===== config.mk =====
export PLATFORM = sky130hd
export DESIGN_NAME = gate_exerciser
export DESIGN_NICKNAME = d
export VERILOG_FILES = /design/src/rtl/gate_exerciser_pkg.sv /design/src/rtl/gate_exerciser_ref.sv /design/src/rtl/gate_exerciser.sv
export SDC_FILE = /design/constraint.sdc
export NUM_CORES = 1
export LEC_CHECK = 0
export CAP_MARGIN = 25
export CORE_MARGIN = 2
export CORE_UTILIZATION = 48
export CTS_BUF_LIST = sky130_fd_sc_hd__clkbuf_2 sky130_fd_sc_hd__clkbuf_4 sky130_fd_sc_hd__clkbuf_8
export CTS_CLUSTER_DIAMETER = 200
export DETAILED_ROUTE_END_ITERATION = 12
export PLACE_DENSITY = 0.77
export SLEW_MARGIN = 20
export SYNTH_ARGS = -nofsm -noshare
export SYNTH_HDL_FRONTEND = slang
export SYNTH_SLANG_ARGS = --single-unit

===== constraint.sdc =====
create_clock -name clk -period 1.8 [get_ports clk]
set_clock_uncertainty 0.05 [all_clocks]
set_input_delay 0.27 -clock clk [delete_from_list [all_inputs] [get_ports clk]]
set_output_delay 0.27 -clock clk [all_outputs]
set_load 0.01 [all_outputs]

===== src/rtl/gate_exerciser_pkg.sv =====
// Shared types and golden response for the 2-input NAND/NOR gate exerciser.
package gate_exerciser_pkg;
  typedef enum logic [1:0] {IDLE = 2'd0, DRIVE = 2'd1, DONE = 2'd2} state_e;

  localparam int NVEC = 4;

  // y[1] = NOR, y[0] = NAND
  function automatic logic [1:0] exp_y(input logic a, input logic b);
    return {~(a | b), ~(a & b)};
  endfunction
endpackage


===== src/rtl/gate_exerciser_ref.sv =====
// Combinational golden NAND/NOR model producing the expected gate response.
import gate_exerciser_pkg::*;

module gate_ref_model (
  input  logic       a,
  input  logic       b,
  output logic [1:0] y_exp
);
  assign y_exp = exp_y(a, b);
endmodule


===== src/rtl/gate_exerciser.sv =====
// Steps {a,b} through 00,01,10,11 (HOLD cycles each), checks y against the golden gate.
// Optional first-failure capture: define GATE_EXERCISER_FAIL_CAPTURE_EN.
import gate_exerciser_pkg::*;

module gate_exerciser #(
  parameter int HOLD = 4
) (
  input  logic       clk,
  input  logic       rst,
  input  logic       start,
  input  logic [1:0] y,
  output logic       a,
  output logic       b,
  output logic       busy,
  output logic       done,
  output logic       pass,
  output logic [2:0] err_cnt,
  output logic [1:0] fail_vec,
  output logic [1:0] fail_y
);
  localparam logic [7:0] HOLD_M1  = 8'(HOLD - 1);
  localparam logic [1:0] LAST_VEC = 2'(NVEC - 1);

  state_e     state_q, state_d;
  logic [7:0] hold_q, hold_d;
  logic [1:0] vec_q, vec_d;
  logic [2:0] err_q, err_d;
  logic       busy_q, busy_d;
  logic       done_q, done_d;
  logic       pass_q, pass_d;

  logic [1:0] y_exp;
  logic       last, mism;

  gate_ref_model u_ref (
    .a    (vec_q[1]),
    .b    (vec_q[0]),
    .y_exp(y_exp)
  );

  assign last = (hold_q == HOLD_M1);
  assign mism = (y != y_exp);

  always_comb begin
    state_d = state_q;
    hold_d  = hold_q;
    vec_d   = vec_q;
    err_d   = err_q;
    busy_d  = busy_q;
    done_d  = done_q;
    pass_d  = pass_q;
    case (state_q)
      DRIVE: begin
        if (last) begin
          hold_d = '0;
          if (mism && err_q != 3'd4) err_d = err_q + 3'd1;
          if (vec_q == LAST_VEC) begin
            state_d = DONE;
            vec_d   = '0;
            busy_d  = 1'b0;
            done_d  = 1'b1;
            pass_d  = (err_d == 3'd0);
          end else begin
            vec_d = vec_q + 2'd1;
          end
        end else begin
          hold_d = hold_q + 8'd1;
        end
      end
      // IDLE, DONE and any stray encoding all accept a new run
      default: begin
        if (start) begin
          state_d = DRIVE;
          vec_d   = '0;
          hold_d  = '0;
          err_d   = '0;
          busy_d  = 1'b1;
          done_d  = 1'b0;
          pass_d  = 1'b0;
        end
      end
    endcase
  end

  always_ff @(posedge clk or posedge rst) begin
    if (rst) begin
      state_q <= IDLE;
      hold_q  <= '0;
      vec_q   <= '0;
      err_q   <= '0;
      busy_q  <= 1'b0;
      done_q  <= 1'b0;
      pass_q  <= 1'b0;
    end else begin
      state_q <= state_d;
      hold_q  <= hold_d;
      vec_q   <= vec_d;
      err_q   <= err_d;
      busy_q  <= busy_d;
      done_q  <= done_d;
      pass_q  <= pass_d;
    end
  end

  assign a       = vec_q[1];
  assign b       = vec_q[0];
  assign busy    = busy_q;
  assign done    = done_q;
  assign pass    = pass_q;
  assign err_cnt = err_q;

`ifdef GATE_EXERCISER_FAIL_CAPTURE_EN
  logic [1:0] fail_vec_q, fail_vec_d;
  logic [1:0] fail_y_q, fail_y_d;

  always_comb begin
    fail_vec_d = fail_vec_q;
    fail_y_d   = fail_y_q;
    if (state_q != DRIVE && start) begin
      fail_vec_d = '0;
      fail_y_d   = '0;
    end else if (state_q == DRIVE && last && mism && err_q == 3'd0) begin
      fail_vec_d = vec_q;
      fail_y_d   = y;
    end
  end

  always_ff @(posedge clk or posedge rst) begin
    if (rst) begin
      fail_vec_q <= '0;
      fail_y_q   <= '0;
    end else begin
      fail_vec_q <= fail_vec_d;
      fail_y_q   <= fail_y_d;
    end
  end

  assign fail_vec = fail_vec_q;
  assign fail_y   = fail_y_q;
`else
  assign fail_vec = '0;
  assign fail_y   = '0;
`endif
endmodule


==> flow report, run 1 <==
GRT
--------------------------------------------------------------------------------
Global-route wire length before repair                                   3310 um
Number of antenna violations at the first check in global routing              0
Number of global-route vias before repair                                    755

STA
--------------------------------------------------------------------------------
Share of the clock period used by the worst path                           95.1%
RSZ-0062 raised after global routing                                        true
Setup-violating endpoint count in the final report                             0

CELLS AND AREA
--------------------------------------------------------------------------------
Finished layout cell area                                            0.00120 mm2

CRITICAL PATH
--------------------------------------------------------------------------------
Critical path class                                                      reg2reg
Element type at the critical path end                                   register
Reg-to-reg setup timing slack                                            0.09 ns
Startpoint of the worst setup timing path                              hold_q[0]
Termination of the worst setup path                                   err_cnt[1]

DETAILED ROUTING
--------------------------------------------------------------------------------
Vias per inst                                                               5.26
Violation count after the first detailed-routing iteration                    15
Via count                                                                    758

RUN STATUS
--------------------------------------------------------------------------------
Outcome                                                             complete, no violations

LOGIC SYNTHESIS
--------------------------------------------------------------------------------
Area share of the largest cell type after synthesis                        41.8%
Ys cells                                                                      97
Synthesized-area fraction occupied by and/or/nand/nor cells                19.2%

CLOCK NETWORK
--------------------------------------------------------------------------------
Num CTS Buffers                                                                3

PWR
--------------------------------------------------------------------------------
VDD IR max                                                              0.851 mV

JOB
--------------------------------------------------------------------------------
Number of max-cap violations                                                   0

FLOORPLANNING
--------------------------------------------------------------------------------
Placeable Area                                                       0.00192 mm2

PLACED DESIGN
--------------------------------------------------------------------------------
Post-detailed-placement cell area                                    0.00112 mm2

run 1: stage by stage:
step,TNS (ns),worst slack (ns)
floorplan,0,0.146
global placement,0,0.0273
detailed placement,-0.139,-0.101
CTS,0,0.0317
global route,-0.0300,-0.0268
finish,0,0.0874
run 1: per-layer routing:
metal	track usage (%)	share of wire, %
met1	19.9	43
met2	33.3	53
met3	3.40	2.5
met4	8.57	1.8
met5	0	0
run 1: worst min path at each step:
stage	endpoint	from
after global placement	pass	pass
after CTS	vec_q[0]	rst
after floorplan	err_cnt[0]	rst
final	vec_q[0]	rst
after detailed placement	pass	pass
after global routing	hold_q[0]	rst
run 1: cells by family after synthesis:
logic type / Yosys count
xor gates and xnor gates: 5
muxes: 6
other: 1
DFF: 16
and+or+nand+nor: 33
adders and majority gates: 5
AOI/OAI and AO/OA: 20
buffers and inverters: 11
run 1: flip-flops by register name, indices dropped and copies added, names as in the netlist:
| name | cells |
|---|---|
| hold_q | 8 |
| err_cnt | 3 |
| state_q | 2 |
| pass | 1 |
| vec_q | 2 |
run 1: report_power, final:
group          internal [mW]  leakage, nW  switching, mW
clock network         0.0776       0.0138          0.105
registers              0.486        0.204          0.165
logic                  0.509        0.331          0.455
run 1: worst max-delay path, delay by kind of cell, from the launching register on:
family                     cells  cell delay [ns]
muxes                          1             0.33
DFF                            1             0.41
adders and majority gates      1             0.21
and+or+nand+nor                3             0.59
run 1: synth_stat cells, drive strengths merged:
cell / n
nor2: 8
nand3: 6
xnor2: 1
a22o: 5
a21oi: 4
and3: 2
nor4b: 1
mux2i: 3
o31ai: 3
conb: 1
a21o: 2
buf: 4
nor2b: 1
o21a: 2
mux2: 3
inv: 7
nand2b: 2
nand4: 1
dfrtp: 16
nand2: 8
o21ai: 3
a22oi: 1
xor2: 4
ha: 5
nor3: 4
run 1: repair_timing:
item / CTS / global route
buffers inserted: 1 / 1
endpoints found under the hold margin: 0 / 0
pin swaps: 0 / 5
setup endpoints to repair: 1 / 2
resized: 3 / 6
run 1: area by class of cell:
type	instances	area [um2]	share of cell area (%)
Multi-Input combinational cell	73	548	45.8
Sequential cell	16	400	33.5
Timing Repair Buffer	18	165	13.8
Tap cell	27	33.8	2.82
Inverter	7	26.3	2.20
Clock buffer	3	22.5	1.88
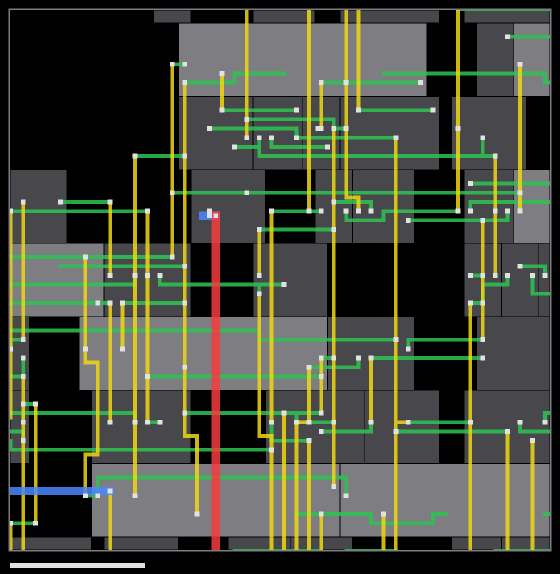
Figure 1: run 1, close-up of the layout.
Scale bar: 5 um. Window x 14 to 34, y 24 to 44 um. Cells in grey, sequential cells in the stronger grey; small squares are vias.
Key: red = metal 4; blue = metal 3; green = metal 1; yellow = metal 2
27 logic cells have their middle in the window. Most frequent: dfrtp_1 (4), nand2_1 (3), buf_4 (3). Sequential cells in the window: 4. Netlist names of flops here include state_q (2).

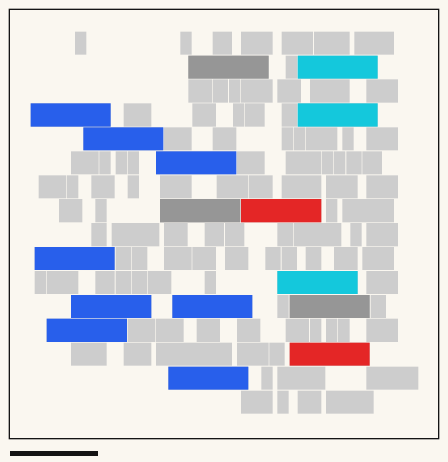
Figure 2: run 1, register map, names as in the netlist.
Scale bar: 10 um. Other sequential cells in the stronger grey, the rest of the logic in the fainter grey.
Key: red = vec_q [placed flops 2]; cyan = err_cnt [placed flops 3]; blue = hold_q [placed flops 8]
Another 3 sequential cells are not coloured.

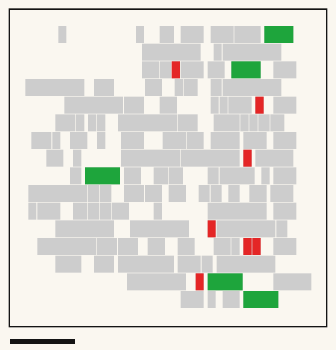
Figure 3: run 1, gate-type map.
Scale bar: 10 um.
Key: green = adder and majority cells [cells 5, most used ha_2]; red = inverters [cells 7, most used inv_1]

Figure 4. Metal layers overlaid (run 1).
Scale bar: 10 um.
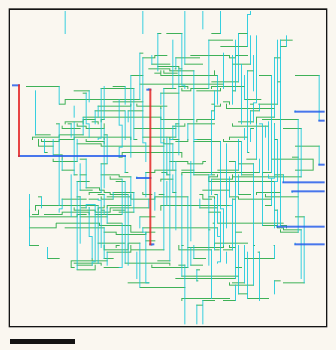

## Run 2: what changed since run 1
Settings changed: ABC_AREA from default to 0, PLACE_DENSITY 0.77 to 0.88.
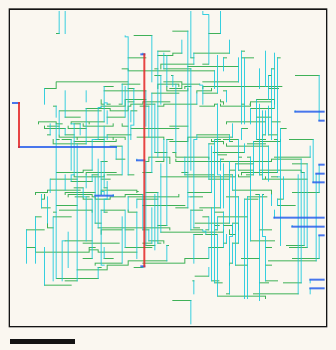
Figure 5: run 2, metal layers overlaid.
Scale bar: 10 um.
Key: red = metal 4 [wire length 39.4 um]; green = metal 1 [wire length 796 um]; blue = metal 3 [wire length 46.0 um]; cyan = metal 2 [wire length 1,040 um]
routed len/inst: 13.4 um
GR Util All Layers: 16.9%
Total Routed Length: 1930 um
via count: 772

==> run 2 against run 1 <==
Register-to-register slack lost 0.04 ns. Via count grew 1.8%. Worst hold slack lost 0.020 ns. Core utilization shrank 0.13 points. Critical path type unchanged. Critical path depth grew 1. Highest routed layer unchanged.
==> flow report, run 2 <==
RUN STATUS
--------------------------------------------------------------------------------
Outcome                                                             complete, no violations

CLOCK NETWORK
--------------------------------------------------------------------------------
Num CTS Buffers                                                                3   unchanged

STA
--------------------------------------------------------------------------------
Setup-violating endpoint count in the final report                             0   unchanged
Minimum setup slack in the final design                                0.0449 ns   -0.0426 ns
Share of the clock period used by the worst path                           97.5%   +2.4 points
Post-route worst hold slack                                             0.283 ns
Sum of negative setup slack                                                 0 ns   unchanged
Slew at the pin closest to its max-slew limit                           0.592 ns
Count of endpoints failing hold in the final timing report                     0

LOGIC SYNTHESIS
--------------------------------------------------------------------------------
Ys cells                                                                      97   unchanged
Area share of the largest cell type after synthesis                        41.8%   unchanged
Count of library flops with an enable pin                                      0   unchanged
Asr flop ratio synth                                                        100%   unchanged
Most frequent cells after synthesis                                 sky130_fd_sc_hd__dfrtp_1, sky130_fd_sc_hd__nand2_1, sky130_fd_sc_hd__inv_1, sky130_fd_sc_hd__nor2_1
Most used standard cell by instance count after synthesis           sky130_fd_sc_hd__dfrtp_1
Dominant flop cell                                                  sky130_fd_sc_hd__dfrtp_1

FLOORPLANNING
--------------------------------------------------------------------------------
Die H                                                                    48.7 um
Placeable Area                                                       0.00192 mm2   unchanged
Chip Width                                                               48.7 um

CELLS AND AREA
--------------------------------------------------------------------------------
Largest register by flop count                                            hold_q
Nets@finish                                                                  128
Number of flip-flops under the largest register name                           8   unchanged
Tally of filler cells in the layout                                          179

CRITICAL PATH
--------------------------------------------------------------------------------
Element type at the critical path end                                   register
Critical path class                                                      reg2reg
Critical Path Source Type                                               register
Largest fanout on the critical path                                            3
Reg-to-reg setup timing slack                                            0.04 ns   -0.04 ns

GRT
--------------------------------------------------------------------------------
Global-route wire length before repair                                   3100 um   -6.3%
Number of global-route vias before repair                                    728   -3.6%
Pin count of the biggest net entering global routing                          17
Number of antenna violations at the first check in global routing              0   unchanged

DETAILED ROUTING
--------------------------------------------------------------------------------
Violation count after the first detailed-routing iteration                     9   -6
Vias per inst                                                               5.36   +1.8%

PLACED DESIGN
--------------------------------------------------------------------------------
Placement Setup Slack                                                 -0.0806 ns   +0.0203 ns
Number of port buffers                                                        12

JOB
--------------------------------------------------------------------------------
Number of max-cap violations                                                   0   unchanged

PWR
--------------------------------------------------------------------------------
VDD IR max                                                               1.01 mV   +18%

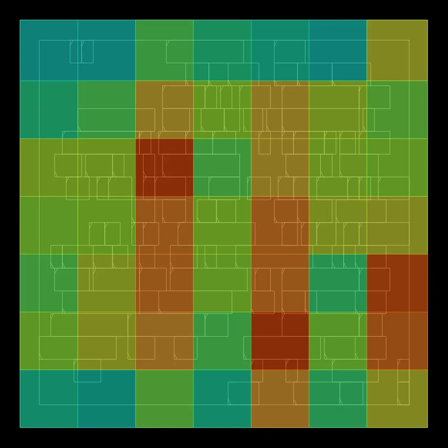
Figure 6: run 2, routing congestion.
met3 Usage GRT: 2.16%
Most Used Layer, Global Route: met2
final cell utilization of the core: 62.1%
met1 global-route usage: 18.2%

==> run 2: cell counts after synthesis <==
Identical to the previous run, type by type.
==> run 2: kinds of logic after synthesis <==
family	after synthesis	synth area share, %
AOI/OAI and AO/OA	20	14.9
and+or+nand+nor	33	19.2
xor gates and xnor gates	5	4.57
other	1	0.392
adders and majority gates	5	6.54
DFF	16	41.8
muxes	6	6.67
buffers and inverters	11	5.88
==> run 2: per-stage QoR <==
step | instances | cell area (um2) | utilization [%]
after floorplan | 100 | 968 | -
after global placement | 139 | 1120 | 58.4
after detailed placement | 139 | 1120 | 58.4
after CTS | 143 | 1170 | 61.1
after global routing | 144 | 1190 | 62.1
final | 144 | 1190 | 62.1
==> run 2: timing repair <==
action	CTS	global route
pin swaps	1	5
hold buffers	0	0
buffers inserted	0	1
setup endpoints to repair	2	2
gates cloned	0	0
resized	2	4
==> run 2: final timing paths <==
| check | start | endpoint | cells past startpoint |
|---|---|---|---|
| max | vec_q[1] | pass | 6 |
| min | rst | vec_q[0] | 2 |
| max reg2reg | vec_q[1] | pass | 6 |
| min reg2reg | pass | pass | 2 |
| max in group asynchronous | rst | state_q[0] | 2 |
| min in group clk | pass | pass | 2 |
==> run 2: cell type report <==
type / instances / area [um2] / area share (%)
clock buffer: 4 / 36.3 / 3.04
inverter: 7 / 26.3 / 2.20
multi-input combinational: 73 / 539 / 45.2
tap: 27 / 33.8 / 2.83
timing repair buffer: 17 / 158 / 13.2
sequential: 16 / 400 / 33.5
==> run 2: per-layer routing <==
metal | part of all wire [%] | routed length [um] | up-vias | global-route usage, %
met5 | 0 | 0 | - | 0
li1 | - | - | 372 | -
met3 | 2.4 | 46 | 5 | 2.16
met1 | 41 | 795 | 379 | 18.2
met2 | 54 | 1040 | 16 | 32.0
met4 | 2.0 | 39 | 0 | 8.57
==> run 2: report_power, final <==
group	switching (mW)	internal [mW]
logic	0.453	0.485
registers	0.158	0.486
clock network	0.115	0.123
total	0.726	1.09
==> run 2: critical path, cell delays in order, from the launching register on <==
cell	delay (ns)
sky130_fd_sc_hd__dfrtp_1	0.41
sky130_fd_sc_hd__inv_1	0.10
sky130_fd_sc_hd__ha_2	0.21
sky130_fd_sc_hd__xor2_2	0.21
sky130_fd_sc_hd__o21a_1	0.17
sky130_fd_sc_hd__mux2_1	0.32
sky130_fd_sc_hd__o31ai_1	0.19
Figure 7. Register map, names as in the netlist (run 2).
Scale bar: 10 um. Other sequential cells in the stronger grey, the rest of the logic in the fainter grey.
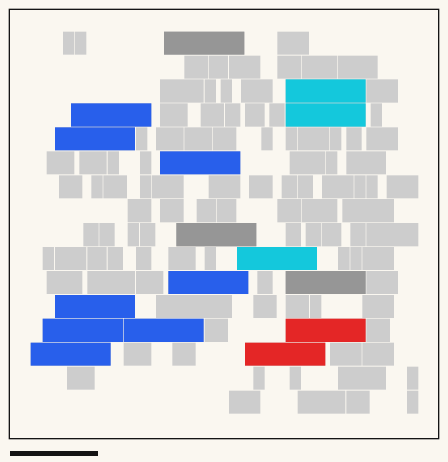

## Run 3: what changed since run 2
--- a/constraint.sdc
+++ b/constraint.sdc
@@ -4,2 +4,2 @@
 set_output_delay 0.27 -clock clk [all_outputs]
-set_load 0.01 [all_outputs]
+set_load 0.05 [all_outputs]
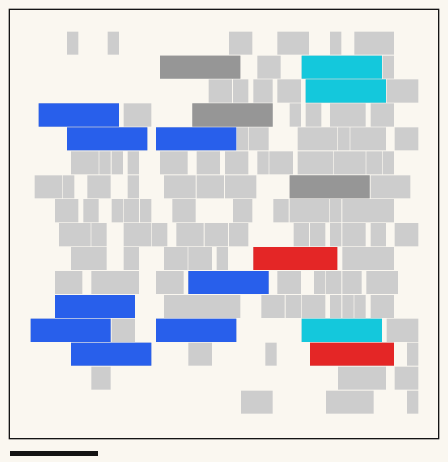
Figure 8: run 3, register map, names as in the netlist.
Scale bar: 10 um. Other sequential cells in the stronger grey, the rest of the logic in the fainter grey.
Key: blue = hold_q [placed flops 8]; cyan = err_cnt [placed flops 3]; red = vec_q [placed flops 2]
Another 3 sequential cells are not coloured.

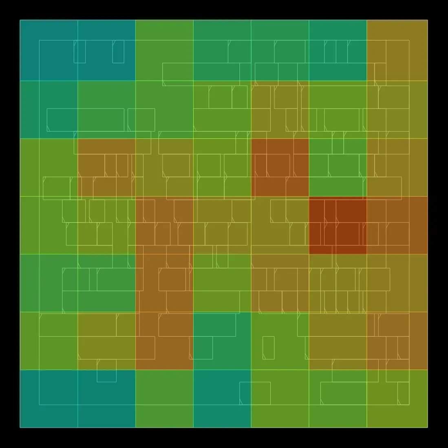
Figure 9: run 3, routing congestion.
met1 global-route usage: 21.3%
met3 Usage GRT: 3.40%

==> run 3 against run 2 <==
Clock power is 16% lower. Register-to-register slack better by 0.05 ns. First-iteration DRC count is 33% higher. Combinational power is about 20% higher. Core utilization is 0.33 points lower. Non-clock buffer count is 1 higher.
==> flow report, run 3 <==
RUN STATUS
-------------------------------------------------------------------------
Outcome                                                      complete, no violations

FLOORPLANNING
-------------------------------------------------------------------------
Chip Width                                                        48.7 um   unchanged
Placeable Area                                                0.00192 mm2   unchanged

GRT
-------------------------------------------------------------------------
Number of global-route vias before repair                             757   +4.0%
Pin count of the biggest net entering global routing                   11   -6
GR Util All Layers                                                  16.9%   -0.022 points
Global-route wire length before repair                            3200 um   +3.3%

CRITICAL PATH
-------------------------------------------------------------------------
Worst-path cell chain                                        inv_1, ha_2, xor2_2, o21ai_1, nor2_4, mux2_1
Cell type of the slowest stage on the worst timing path      sky130_fd_sc_hd__dfrtp_2
Critical path class                                               reg2reg
Largest delay share family, worst path                         flip-flops
Number of buffers and inverters on the critical path                    1   unchanged
Element type at the critical path end                            register

DETAILED ROUTING
-------------------------------------------------------------------------
Routed len/inst                                                   13.1 um   -2.1%
Via count                                                             770   -0.26%
Vias per inst                                                        5.31   -0.95%
Violation count after the first detailed-routing iteration             12   +3
Total Routed Length                                               1900 um   -1.4%

LOGIC SYNTHESIS
-------------------------------------------------------------------------
Area share of the largest cell type after synthesis                 41.8%   unchanged
Dominant flop cell                                           sky130_fd_sc_hd__dfrtp_1
Asr flop ratio synth                                                 100%   unchanged
Most used standard cell by instance count after synthesis    sky130_fd_sc_hd__dfrtp_1
Ys cells                                                               97   unchanged
Most frequent cells after synthesis                          sky130_fd_sc_hd__dfrtp_1, sky130_fd_sc_hd__nand2_1, sky130_fd_sc_hd__inv_1, sky130_fd_sc_hd__nor2_1

JOB
-------------------------------------------------------------------------
Number of max-cap violations                                            0   unchanged

STA
-------------------------------------------------------------------------
Minimum setup slack in the final design                         0.0915 ns   +0.0466 ns
Post-route worst hold slack                                      0.173 ns   -0.109 ns
Slew at the pin closest to its max-slew limit                    0.501 ns   -0.0909 ns
Share of the clock period used by the worst path                    94.9%   -2.6 points

CLOCK NETWORK
-------------------------------------------------------------------------
Num CTS Buffers                                                         3   unchanged

CELLS AND AREA
-------------------------------------------------------------------------
Number of flip-flops under the largest register name                    8   unchanged
Tally of filler cells in the layout                                   174   -2.8%
Largest register by flop count                                     hold_q

PLACED DESIGN
-------------------------------------------------------------------------
Placed Cells incl. Taps                                               140   +0.72%
Number of port buffers                                                 12   unchanged
Placement Setup Slack                                          -0.0174 ns   +0.0633 ns

run 3: cell counts after synthesis:
No cell type changed its count.
run 3: logic make-up after synthesis:
group                    after synthesis  share of synthesized area (%)
other                                  1                          0.392
AND/OR/NAND/NOR                       33                           19.2
flip-flops                            16                           41.8
AND-OR/OR-AND                         20                           14.9
buffers and inverters                 11                           5.88
multiplexers                           6                           6.67
adder cells (fa/ha/maj)                5                           6.54
XOR/XNOR                               5                           4.57
run 3: power breakdown:
part / leakage [nW] / internal [mW] / switching, mW
Sequential: 0.201 / 0.490 / 0.167
Combinational: 0.356 / 0.464 / 0.652
Clock: 0.0184 / 0.101 / 0.101
Total: 0.576 / 1.05 / 0.921
run 3: worst paths after layout:
kind,cells after the start,to,slack [ns]
min in group clk,1,vec_q[0],0.47
min reg2reg,1,vec_q[0],0.47
min,2,pass,0.17
max in group asynchronous,3,hold_q[0],1.11
max,6,err_cnt[1],0.09
max reg2reg,6,err_cnt[1],0.09
run 3: what timing repair did:
item	4_1_cts	5_1_grt
setup endpoints to repair	0	4
buffers inserted	0	1
gates resized	0	8
hold endpoints to repair	0	0
run 3: metal layers:
metal / up-vias / share of wire [%] / global-route usage (%)
met5: - / 0 / 0
met4: 0 / 0.37 / 6.67
met3: 2 / 3.4 / 3.40
met2: 18 / 52 / 28.3
met1: 376 / 44 / 21.3
li1: 374 / - / -
run 3: worst reg2reg max path, stage by stage (launching register included):
cell	delay (ns)
sky130_fd_sc_hd__dfrtp_2	0.42
sky130_fd_sc_hd__inv_1	0.09
sky130_fd_sc_hd__ha_2	0.20
sky130_fd_sc_hd__xor2_2	0.18
sky130_fd_sc_hd__o21ai_1	0.17
sky130_fd_sc_hd__nor2_4	0.16
sky130_fd_sc_hd__mux2_1	0.32
run 3: final cells by class:
class                   instances  area [um2]  share of cell area (%)
flip-flops and latches         16         403                    33.9
repair buffers                 18         150                    12.6
clock buffers                   4        30.0                    2.53
multi-input cells              73         544                    45.8
well taps                      27        33.8                    2.85
inverters                       7        26.3                    2.21
run 3: metrics by stage:
stage | power, mW | area [um2] | TNS (ns)
floorplan | 1.43 | 971 | 0
global placement | 1.66 | 1110 | 0
CTS | 1.91 | 1140 | 0
detailed placement | 1.71 | 1110 | -0.0174
finish | 1.98 | 1190 | 0
global route | 2.13 | 1190 | -0.0495
No activity file was given, so power comes from the tool's default toggle rates.
